Figure 1. Clock distribution.
Scale bar: 100 um.
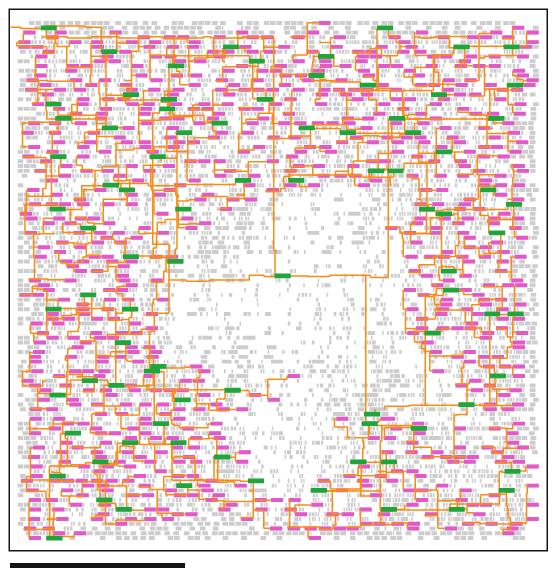
Figure 2. Where the registers sit.
Other sequential cells in the stronger gray, the rest of the logic in the fainter gray.
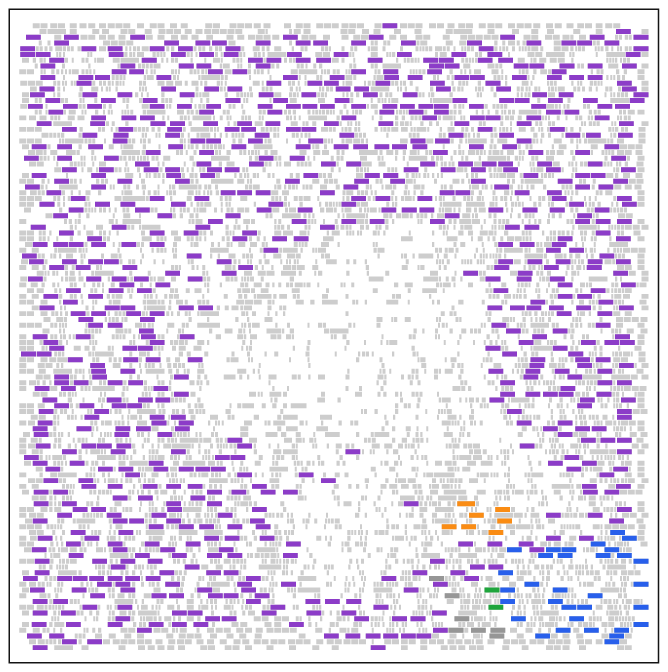
Figure 3. The metal 4 layer.
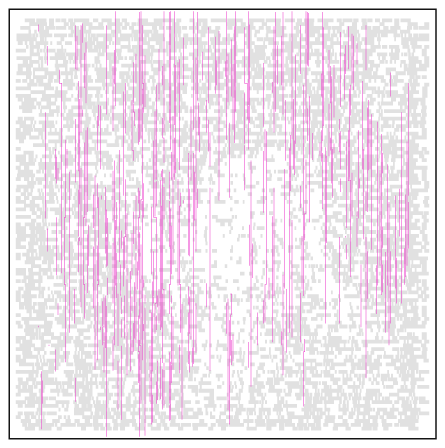
Figure 4. Pin placement.
Pins as bars across the die edge, other pins in gray.
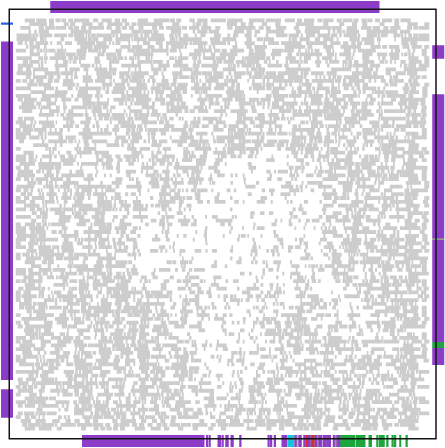
--- src/rtl/sudoku_pkg.sv ---
// Shared constants and types for the sudoku puzzle loader.
package sudoku_pkg;

  localparam int unsigned CELL_W = 9;
  localparam int unsigned NCELLS = 81;
  localparam int unsigned GRID_W = CELL_W * NCELLS;
  localparam int unsigned IDX_W  = 7;

  typedef enum logic [1:0] {
    StLoad,
    StFire,
    StRun,
    StReport
  } state_e;

  localparam logic [1:0] FailSolved  = 2'd0;
  localparam logic [1:0] FailSearch  = 2'd1;
  localparam logic [1:0] FailFormat  = 2'd2;
  localparam logic [1:0] FailTimeout = 2'd3;

endpackage

--- src/rtl/sudoku_dec2hot.sv ---
// Decimal cell digit to 9-bit one-hot candidate encoder.
module sudoku_dec2hot import sudoku_pkg::*; #(
  parameter bit BLANK_ALL_ONES = 1'b1
) (
  input  logic [3:0]        digit_i,
  output logic [CELL_W-1:0] hot_o,
  output logic              illegal_o
);

  // Blank is either "all candidates open" or empty; 10..15 are flagged.
  always_comb begin
    hot_o     = '0;
    illegal_o = 1'b0;
    if (digit_i == 4'd0) begin
      hot_o = BLANK_ALL_ONES ? '1 : '0;
    end else if (digit_i <= 4'd9) begin
      hot_o = CELL_W'(1) << (digit_i - 4'd1);
    end else begin
      illegal_o = 1'b1;
    end
  end

endmodule

--- src/rtl/sudoku_loader.sv ---
// Streams 81 puzzle digits into a one-hot grid, launches the search and
// holds a status / cycle-count report until acknowledged.
module sudoku_loader import sudoku_pkg::*; #(
  parameter int unsigned CNT_W          = 32,
  parameter int unsigned TIMEOUT        = 0,
  parameter bit          BLANK_ALL_ONES = 1'b1
) (
  input  logic              clk,
  input  logic              rst,
  input  logic              cell_valid,
  output logic              cell_ready,
  input  logic [3:0]        cell_digit,
  input  logic              cell_last,
  output logic [GRID_W-1:0] inGrid,
  output logic              start,
  input  logic              done,
  input  logic              error,
  output logic              busy,
  output logic              report_valid,
  output logic [1:0]        fail_code,
  output logic [CNT_W-1:0]  solve_cycles,
  input  logic              report_ack
);

  localparam logic [IDX_W-1:0] LastIdx = IDX_W'(NCELLS - 1);

  state_e              state_q, state_d;
  logic [IDX_W-1:0]    idx_q, idx_d;
  logic                fmt_q, fmt_d;
  logic [GRID_W-1:0]   grid_q, grid_d;
  logic [1:0]          fail_q, fail_d;
  logic [CNT_W-1:0]    cyc_q, cyc_d;
  logic                start_q, start_d;
  logic                busy_q, busy_d;
  logic                rv_q, rv_d;
  logic                ready_q, ready_d;

  logic [CELL_W-1:0]   hot;
  logic                illegal;
  logic                hs;
  logic [9:0]          wr_msb;
  logic [CNT_W-1:0]    cyc_inc;

  sudoku_dec2hot #(
    .BLANK_ALL_ONES(BLANK_ALL_ONES)
  ) u_dec2hot (
    .digit_i  (cell_digit),
    .hot_o    (hot),
    .illegal_o(illegal)
  );

  assign hs      = cell_valid & ready_q;
  // Cell k occupies inGrid[728-9k -: 9]; cell 0 is the top slice.
  assign wr_msb  = 10'(GRID_W - 1) - 10'(CELL_W) * 10'(idx_q);
  assign cyc_inc = (cyc_q == '1) ? cyc_q : cyc_q + 1'b1;

  // Next-state, datapath and registered-output decode.
  always_comb begin
    state_d = state_q;
    idx_d   = idx_q;
    fmt_d   = fmt_q;
    grid_d  = grid_q;
    fail_d  = fail_q;
    cyc_d   = cyc_q;
    unique case (state_q)
      StLoad: begin
        if (hs) begin
          grid_d[wr_msb -: CELL_W] = hot;
          idx_d = idx_q + 1'b1;
          fmt_d = fmt_q | illegal;
          if (idx_q == LastIdx) begin
            if (fmt_q | illegal) begin
              state_d = StReport;
              fail_d  = FailFormat;
            end else begin
              state_d = StFire;
            end
          end else if (cell_last) begin
            // Short puzzle: never hand it to the search.
            fmt_d   = 1'b1;
            state_d = StReport;
            fail_d  = FailFormat;
          end
        end
      end
      StFire: begin
        cyc_d   = '0;
        state_d = StRun;
      end
      StRun: begin
        cyc_d = cyc_inc;
        if (error) begin
          state_d = StReport;
          fail_d  = FailSearch;
        end else if (done) begin
          state_d = StReport;
          fail_d  = FailSolved;
        end else if ((TIMEOUT != 0) && (cyc_inc >= CNT_W'(TIMEOUT))) begin
          state_d = StReport;
          fail_d  = FailTimeout;
        end
      end
      StReport: begin
        if (report_ack) begin
          state_d = StLoad;
          idx_d   = '0;
          fmt_d   = 1'b0;
          fail_d  = FailSolved;
        end
      end
      default: state_d = StLoad;
    endcase
    start_d = (state_d == StFire);
    busy_d  = (state_d == StFire) || (state_d == StRun);
    rv_d    = (state_d == StReport);
    ready_d = (state_d == StLoad);
  end

  // State and output registers with synchronous active-low reset.
  always_ff @(posedge clk) begin
    if (!rst) begin
      state_q <= StLoad;
      idx_q   <= '0;
      fmt_q   <= 1'b0;
      grid_q  <= '0;
      fail_q  <= FailSolved;
      cyc_q   <= '0;
      start_q <= 1'b0;
      busy_q  <= 1'b0;
      rv_q    <= 1'b0;
      ready_q <= 1'b1;
    end else begin
      state_q <= state_d;
      idx_q   <= idx_d;
      fmt_q   <= fmt_d;
      grid_q  <= grid_d;
      fail_q  <= fail_d;
      cyc_q   <= cyc_d;
      start_q <= start_d;
      busy_q  <= busy_d;
      rv_q    <= rv_d;
      ready_q <= ready_d;
    end
  end

  assign cell_ready   = ready_q;
  assign inGrid       = grid_q;
  assign start        = start_q;
  assign busy         = busy_q;
  assign report_valid = rv_q;
  assign fail_code    = fail_q;
  assign solve_cycles = cyc_q;

endmodule

--- config.mk ---
export PLATFORM = sky130hd
export DESIGN_NAME = sudoku_loader
export DESIGN_NICKNAME = d
export VERILOG_FILES = /design/src/rtl/sudoku_pkg.sv /design/src/rtl/sudoku_dec2hot.sv /design/src/rtl/sudoku_loader.sv
export SDC_FILE = /design/constraint.sdc
export NUM_CORES = 2
export LEC_CHECK = 0
export ABC_AREA = 1
export CORE_AREA = 4 4 302 304
export CTS_CLUSTER_DIAMETER = 80
export DETAILED_ROUTE_END_ITERATION = 8
export DIE_AREA = 0 0 306 308
export GPL_TIMING_DRIVEN = 0
export PLACE_DENSITY = 0.66
export SLEW_MARGIN = 20
export SYNTH_ARGS = -nofsm -noshare
export SYNTH_HDL_FRONTEND = slang
export SYNTH_SLANG_ARGS = --single-unit
--- constraint.sdc ---
create_clock -name clk -period 4.5 [get_ports clk]
set_input_delay 0.45 -clock clk [delete_from_list [all_inputs] [get_ports clk]]
set_output_delay 0.45 -clock clk [all_outputs]
set_load 0.02 [all_outputs]
==> results.toml <==
# synthesis and place-and-route metrics
[synth]
ys_top_cells_by_count = "953 x nor2_1, 777 x dfxtp_1, 752 x a21oi_1, 663 x nand2_1, 657 x o21ai_0"
synth-async-reset-ratio_pct = 0
yosys-stat-area_sq_um = 35400
enable_flop_cells = 0
syn_avg_cell_area_sq_um = 6.879
synth.largest_area_cell = "dfxtp_1"
synthesis.area_sq_um = 35400
mappedNetlistNets = 5176
yosys-top-cells-area = "dfxtp_1 44%, a21oi_1 11%, nor2_1 10%"
yosys-stat-cells = 5146
yosys.area.top_type_share_pct = 43.94

[outcome]
violations = "DRC"
outcome = "complete, but fails checks"

[placement]
port-buffer-count = 776
place_ws_ns = -0.6302
place_hpwl_mm = 170.3

[critical_path]
cp.required_ns = 5.10
crit_cells = 19
reg2reg_setup_slack_ns = 0.08
timing.critical_path.slowest_stage_cell = "buf_4"
endpoint = "inGrid[686]"
critical_path.endpoint_type = "register"
timing.rr.end = "inGrid[686]"

[global_routing]
grt_first_pass_wirelength_mm = 300.4
grt_antenna_before_repair = 15
grt_util_met3_pct = 12.23
global_route.peak_usage_layer = "met2"

[sta]
slew_viol_final = 0
worst_slew_margin_rel_pct = 15.02
timing.final.crit_period_ns = 4.421
final.setup.tns_ns = 0

[power]
cellInternalPower_uw = 12430
power.net_switching_uw = 7522
clkPwrFrac_pct = 37.7
power_switching_share_pct = 37.69
power.share.combinational_pct = 27.3

[min_path]
hold_path.class = "input pin to register"

[routing]
route.layer.met1.wl_mm = 83.78
met3_wirelength_mm = 26.37
post-route-drc-count = 3
route.vias.total = 43575
dr_wl_met2_mm = 94.50

[floorplan]
placementRows = 109
ioPinCount = 778
design.core.area_sq_um = 88240

[flow_run]
maxCapViolations = 0

[clock_tree]
tritoncts = "done"
cts_resized = 86
cts.clk_slew.worst_paths_ns = 0.07

[final_layout]
layout-area-overhead-vs-synth_pct = 38.43
layout.nets = 6062
-- Figure 1 (at the start) --
legend:
  green:
    item: cells driving clock nets
    count: 87
  magenta:
    item: flip-flops
    count: 777
  orange:
    item: clock wires
    length: 10500 um
flops lie: spread over the die
routed clock nets: 88
Layout Skew: 0.03528 ns
clock insertion delay at the later pin of the skew report: 0.68 ns
clock network power consumption: 7530 uW

-- Figure 2 (at the start) --
legend:
  orange:
    netlist_name: idx_q
    sequential_cells: 7
    where: south-east
  green:
    netlist_name: state_q
    sequential_cells: 2
  blue:
    netlist_name: solve_cycles
    sequential_cells: 32
    where: south-east
  purple:
    netlist_name: inGrid
    sequential_cells: 729
    where: spread over the die
register area: 15560 sq um
P_seq: 6990 uW
register share of the cell area: 31.75%
Util after Layout: 55.54%

-- Figure 3 (at the start) --
main direction: vertical
share of all routed wire: 7.1%
nets with wire on the layer: 246

-- Figure 4 (at the start) --
legend:
  blue:
    port: clk
    pins: 1
    direction: input
    edge: west
  green:
    port: solve_cycles
    pins: 32
    direction: output
    edge: 29 south, 3 east
  purple:
    port: inGrid
    pins: 729
    direction: output
    edge: 257 north, 194 west, 146 east, 132 south
  red:
    port: fail_code
    pins: 2
    direction: output
    edge: south
  cyan:
    port: cell_digit
    pins: 4
    direction: input
    edge: south

[kinds of logic after synthesis]
family          synth area share (%)
fa+ha+maj                     0.6928
xor+xnor                      0.3888
simple gates                   23.76
flops                          43.94
buf+inv                        8.119
compound gates                 23.10
[final cells by class]
cell class,instances,area [sq um]
diodes,7,17.52
plain buffers,304,1695
clock buffers,130,2580
clock inverters,26,371.6
fillers,8495,39230
inverters,393,1485
multi-input cells,3672,17820
flip-flops and latches,777,15560
well taps,1165,1458
repair buffers,797,8020
[worst register-to-register path: cells and delay by family, from the launching register on]
family | cells | cell delay (ns)
buffers and inverters | 10 | 2.17
adders and majority gates | 3 | 0.69
xor gates and xnor gates | 2 | 0.50
AOI/OAI and AO/OA | 1 | 0.20
DFF | 1 | 0.43
and+or+nand+nor | 3 | 0.38
No activity file was given, so power comes from the tool's default toggle rates.
